### config.mk
export PLATFORM = sky130hd
export DESIGN_NAME = alu_arbiter
export DESIGN_NICKNAME = d
export VERILOG_FILES = /design/src/rtl/alu_arbiter.sv
export SDC_FILE = /design/constraint.sdc
export NUM_CORES = 1
export LEC_CHECK = 0
export CORE_MARGIN = 5
export CORE_UTILIZATION = 39
export DETAILED_ROUTE_END_ITERATION = 10
export PLACE_DENSITY_LB_ADDON = 0.05
export SKIP_CTS_REPAIR_TIMING = 1
export SYNTH_ARGS = -nofsm -noshare
export SYNTH_HDL_FRONTEND = slang
export SYNTH_SLANG_ARGS = --single-unit
### constraint.sdc
create_clock -name clk -period 3 [get_ports clk]
set_input_delay 0.45 -clock clk [delete_from_list [all_inputs] [get_ports clk]]
set_output_delay 0.45 -clock clk [all_outputs]
set_load 0.05 [all_outputs]
### src/rtl/alu_arbiter.sv
// rtl/alu_arbiter.sv - two-requester arbiter sharing one slow combinational ALU
// Round-robin grant in IDLE, fixed settle wait, then a one-cycle response pulse to the owner.
module alu_arbiter #(
    parameter int SETTLE_CYCLES = 4
) (
    input  logic        clk,
    input  logic        rst_n,
    input  logic        req0_valid,
    input  logic [31:0] req0_a,
    input  logic [31:0] req0_b,
    input  logic [2:0]  req0_op,
    output logic        req0_ready,
    input  logic        req1_valid,
    input  logic [31:0] req1_a,
    input  logic [31:0] req1_b,
    input  logic [2:0]  req1_op,
    output logic        req1_ready,
    output logic        resp0_valid,
    output logic        resp1_valid,
    output logic [31:0] resp_result,
    output logic        resp_zero,
    output logic [31:0] alu_a,
    output logic [31:0] alu_b,
    output logic [2:0]  alu_op,
    input  logic [31:0] alu_result,
    input  logic        alu_zero,
    output logic        busy
);

    typedef enum logic [1:0] {
        ST_IDLE,
        ST_SETTLE,
        ST_RESP
    } state_t;

    localparam logic [3:0] CNT_INIT = 4'(SETTLE_CYCLES - 1);

    state_t      r_state;
    logic        r_ptr;
    logic        r_owner;
    logic [3:0]  r_cnt;
    logic [31:0] r_alu_a;
    logic [31:0] r_alu_b;
    logic [2:0]  r_alu_op;
    logic [31:0] r_resp_result;
    logic        r_resp_zero;
    logic        r_resp0_valid;
    logic        r_resp1_valid;
    logic        r_busy;

    logic w_idle;
    logic w_gnt1;
    logic w_xfer0;
    logic w_xfer1;

    // Requester 1 wins when it is alone or when the pointer favours it.
    assign w_idle     = rst_n & (r_state == ST_IDLE);
    assign w_gnt1     = req1_valid & (~req0_valid | r_ptr);
    assign req0_ready = w_idle & req0_valid & ~w_gnt1;
    assign req1_ready = w_idle & w_gnt1;
    assign w_xfer0    = req0_valid & req0_ready;
    assign w_xfer1    = req1_valid & req1_ready;

    always_ff @(posedge clk) begin
        if (!rst_n) begin
            r_state       <= ST_IDLE;
            r_ptr         <= 1'b0;
            r_owner       <= 1'b0;
            r_cnt         <= 4'd0;
            r_alu_a       <= 32'd0;
            r_alu_b       <= 32'd0;
            r_alu_op      <= 3'd0;
            r_resp_result <= 32'd0;
            r_resp_zero   <= 1'b0;
            r_resp0_valid <= 1'b0;
            r_resp1_valid <= 1'b0;
            r_busy        <= 1'b0;
        end else begin
            r_resp0_valid <= 1'b0;
            r_resp1_valid <= 1'b0;
            case (r_state)
                ST_IDLE: begin
                    if (w_xfer0 || w_xfer1) begin
                        r_alu_a  <= w_xfer1 ? req1_a  : req0_a;
                        r_alu_b  <= w_xfer1 ? req1_b  : req0_b;
                        r_alu_op <= w_xfer1 ? req1_op : req0_op;
                        r_owner  <= w_xfer1;
                        r_ptr    <= ~w_xfer1;
                        r_cnt    <= CNT_INIT;
                        r_busy   <= 1'b1;
                        r_state  <= ST_SETTLE;
                    end
                end
                ST_SETTLE: begin
                    if (r_cnt == 4'd0) begin
                        r_resp_result <= alu_result;
                        r_resp_zero   <= alu_zero;
                        r_resp0_valid <= ~r_owner;
                        r_resp1_valid <= r_owner;
                        r_state       <= ST_RESP;
                    end else begin
                        r_cnt <= r_cnt - 4'd1;
                    end
                end
                ST_RESP: begin
                    r_busy  <= 1'b0;
                    r_state <= ST_IDLE;
                end
                default: begin
                    r_busy  <= 1'b0;
                    r_state <= ST_IDLE;
                end
            endcase
        end
    end

    assign alu_a       = r_alu_a;
    assign alu_b       = r_alu_b;
    assign alu_op      = r_alu_op;
    assign resp_result = r_resp_result;
    assign resp_zero   = r_resp_zero;
    assign resp0_valid = r_resp0_valid;
    assign resp1_valid = r_resp1_valid;
    assign busy        = r_busy;

endmodule

==> impl_metrics.yaml <==
# flow metrics
synthesis:
  avgSynthCellArea_um2: 9.58
  netlist.area_leader.share: 0.458
  syn_inst: 507
  synthesis.area_mm2: 0.00486
  synthDistinctLibCells: 38
  async_flop_share: 0
  edf_count: 0
  fp_nets: 680
  yosys.area.top_type: "dfxtp_1"
  ys_cells: 507
  yosysSeqAreaShare: 0.458
  area_leaders: "dfxtp_1 (46%), a221o_1 (9.1%), o311a_1 (9.1%)"
  synth-area-yosys_mm2: 0.00486
  flop_cell: "dfxtp_1"
  ys_ff: 111
critical_path:
  reg2regPathDepth: 5
  worstSetupPathType: "flop to primary output"
  endpoint_kind: "primary output"
  r2r_setup_slack_ps: 920
  cp.arrival_ps: 1900
  critical_path.max_fanout: 14
  crit_slowest_cell: "and3_1"
  path_cells: "nor3b_4 -> and3_1 -> buf_12"
  timing.rr.end: "resp_result[5]$_SDFFE_PN0P_"
  cp-start-kind: "flop"
  cpPeakStageDelay_ps: 620
  crit-reg2reg-launch: "r_state[1]$_SDFFE_PN0P_"
power:
  p_int_mw: 3.10
  switchingPower_mw: 1.50
  p_per_area_mw_per_mm2: 573
  leakagePower_nw: 3.03
  vdd.ir_drop.worst_uv: 302
  p_comb_frac: 0.318
  p_sw_frac: 0.327
  power.share.clock: 0.316
place:
  dp_hpwl_mm: 12.2
  gp_congestion: 0.795
  portBuffers: 275
  dpl_worst_slack_ps: 573
  place_area_mm2: 0.00766
detailed_routing:
  dr.pass1.iters: 5
  remaining_drc_errors: 0
  vias: 5217
  wl_per_cell_um: 19.3
  drtIter0Drc: 517
  totalWireLength_mm: 17.6
  postRouteAntennaNets: 0
timing:
  final_hold_viol_count: 0
  fin_crit_ps: 2350
  finalWorstSetupSlack_ps: 654
  fin_worst_skew_ps: 6.32
  fmax_ghz: 0.426
  tightest_slew_ps: 1030
  setup_viol: 0
  rsz0062_at_grt: "false"
  min_period_over_period: 0.782
global_routing:
  grt_pass1_vias: 5278
  grt_overflow_total: 0
  antenna_found_initial: 0
  grt_max_degree: 51
  grt_pass1_wl_mm: 27.3
floorplan:
  pin_count: 276
  die_h_um: 122
  core-area_mm2: 0.0121
  chipArea_mm2: 0.0148
  fp_util: 0.401
  die_w_um: 122
  fp-row-count: 40
layout:
  post-route-util: 0.663
  fin_area_mm2: 0.00803
  final_nets: 915
  num_antenna_cells: 0
  lay_top_count: "clkdlybuf4s50_1"
  drive_gt1_frac: 0.0589
  area_delta_synth_final_pct: 65.4
  lay_top_cells: "clkdlybuf4s50_1 (272), dfxtp_1 (109), a21oi_1 (59)"
clock_network:
  clkLatencyLatePin_ps: 340
  cts_sinks: 111
  clk_pin_slew_ps: 70
  htree_levels: 3
  cts_tree: "done"
  clockRootBuffer: "clkbuf_16"
run:
  tool_warnings: 27
  max_cap_violations: 0
outcome:
  status: "finished, final reports clean"
min_path:
  hold_depth: 2
  min_path_type: "flop to flop"
## per-stage QoR
step	power, mW	hold slack (ps)
2_1_floorplan	2.58	409
3_3_place_gp	3.16	464
3_5_place_dp	3.18	470
4_1_cts	4.63	480
5_1_grt	4.79	501
6_report	4.60	480
## cell families (layout without fill, tap and decap cells)
| family | count (synthesis) | after routing | synth area share |
|---|---|---|---|
| AND-OR/OR-AND | 238 | 238 | 0.361 |
| adder cells (fa/ha/maj) | 2 | 2 | 0.00515 |
| buffers and inverters | 75 | 315 | 0.0698 |
| flip-flops | 111 | 111 | 0.458 |
| AND/OR/NAND/NOR | 81 | 81 | 0.106 |
## state kept, by name (all words and copies together) (netlist names)
register and flops:
r_state 2, alu_a 32, r_ptr 1, alu_op 3
r_owner 1, alu_b 32, resp1_valid 1, resp0_valid 1
r_cnt 4, busy 1, resp_result 32, resp_zero 1
## how the worst max path moves through the flow
| stage | from | to | slack [ps] | cells after the start |
|---|---|---|---|---|
| CTS | r_state[1]$_SDFFE_PN0P_ | req0_ready | 620 | 3 |
| floorplan | rst_n | req0_ready | 1030 | 5 |
| finish | r_state[1]$_SDFFE_PN0P_ | req0_ready | 650 | 3 |
| global placement | req1_valid | alu_a[29]$_SDFFE_PN0P_ | 640 | 6 |
| global route | r_state[1]$_SDFFE_PN0P_ | req0_ready | 500 | 3 |
| detailed placement | req1_valid | alu_a[4]$_SDFFE_PN0P_ | 570 | 4 |
## critical path, delay by kind of cell (launching register included)
kind,cells,cell delay [ps]
buf+inv,1,220
flops,1,340
simple gates,2,990
## power by group through the flow
| stage | registers (mW) | logic (mW) | clock network [mW] |
|---|---|---|---|
| 6_report | 1.69 | 1.46 | 1.45 |
| 3_3_place_gp | 1.71 | 1.44 | 0 |
| 4_1_cts | 1.69 | 1.47 | 1.47 |
| 2_1_floorplan | 2.14 | 0.437 | 0 |
| 5_1_grt | 1.70 | 1.54 | 1.54 |
| 3_5_place_dp | 1.72 | 1.46 | 0 |
## cell usage after synthesis (3+ instances only)
| cell type | count |
|---|---|
| buf_6 | 4 |
| o311a_1 | 44 |
| a311oi_1 | 25 |
| nand3b_1 | 24 |
| o21ai_1 | 34 |
| buf_1 | 5 |
| inv_1 | 5 |
| o21a_1 | 3 |
| nand3_1 | 35 |
| buf_2 | 19 |
| nor2_1 | 3 |
| clkbuf_1 | 39 |
| a21oi_1 | 59 |
| o21ai_0 | 23 |
| a221o_1 | 44 |
| dfxtp_1 | 111 |
## routing by layer
metal,global-route usage,vias up,part of all wire
met5,0,-,0
met4,0.0889,0,0.028
met3,0.0645,34,0.080
met2,0.381,224,0.49
met1,0.279,2480,0.41
li1,-,2479,-
## area by class of cell
class                      count  area (µm²)
fill                        1027        4080
timing repair buffer         292        2900
multi-input combinational    321        2300
sequential                   111        2220
clock buffer                   9         225
tap                          168         210
clock inverter                 7         145
inverter                       7        26.3
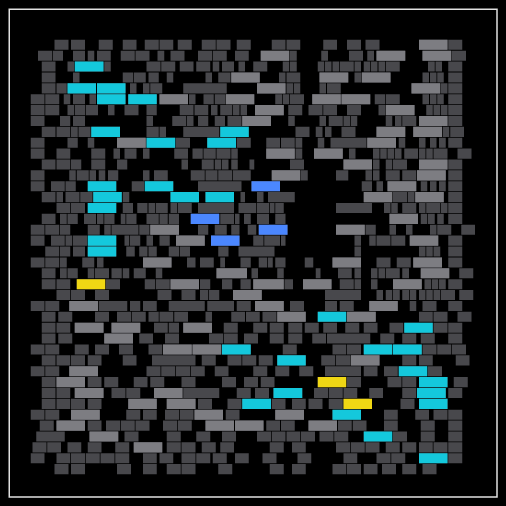
flops_by_reg.png
Scale: 4 px per µm. Other sequential cells in the stronger gray, the rest of the logic in the fainter gray.
Cyan shows `alu_a`, flops 32, where all over the die. Yellow shows `alu_op`, flops 3. Blue shows `r_cnt`, flops 4, where center.

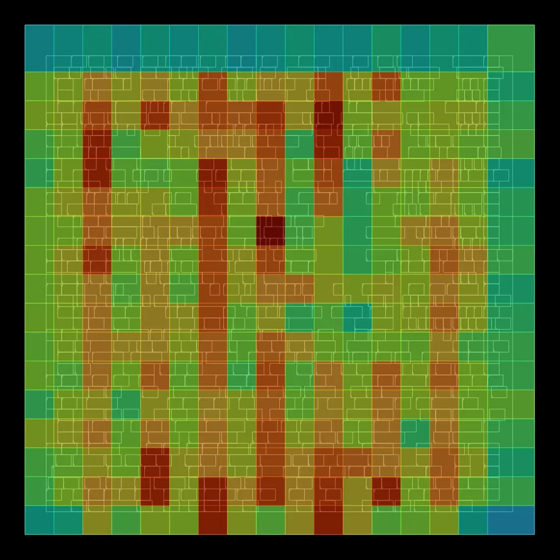
congestion.png
Total GRT Usage: 0.228
met1 Use GR: 0.279

Power is estimated from default activity; no workload was simulated.
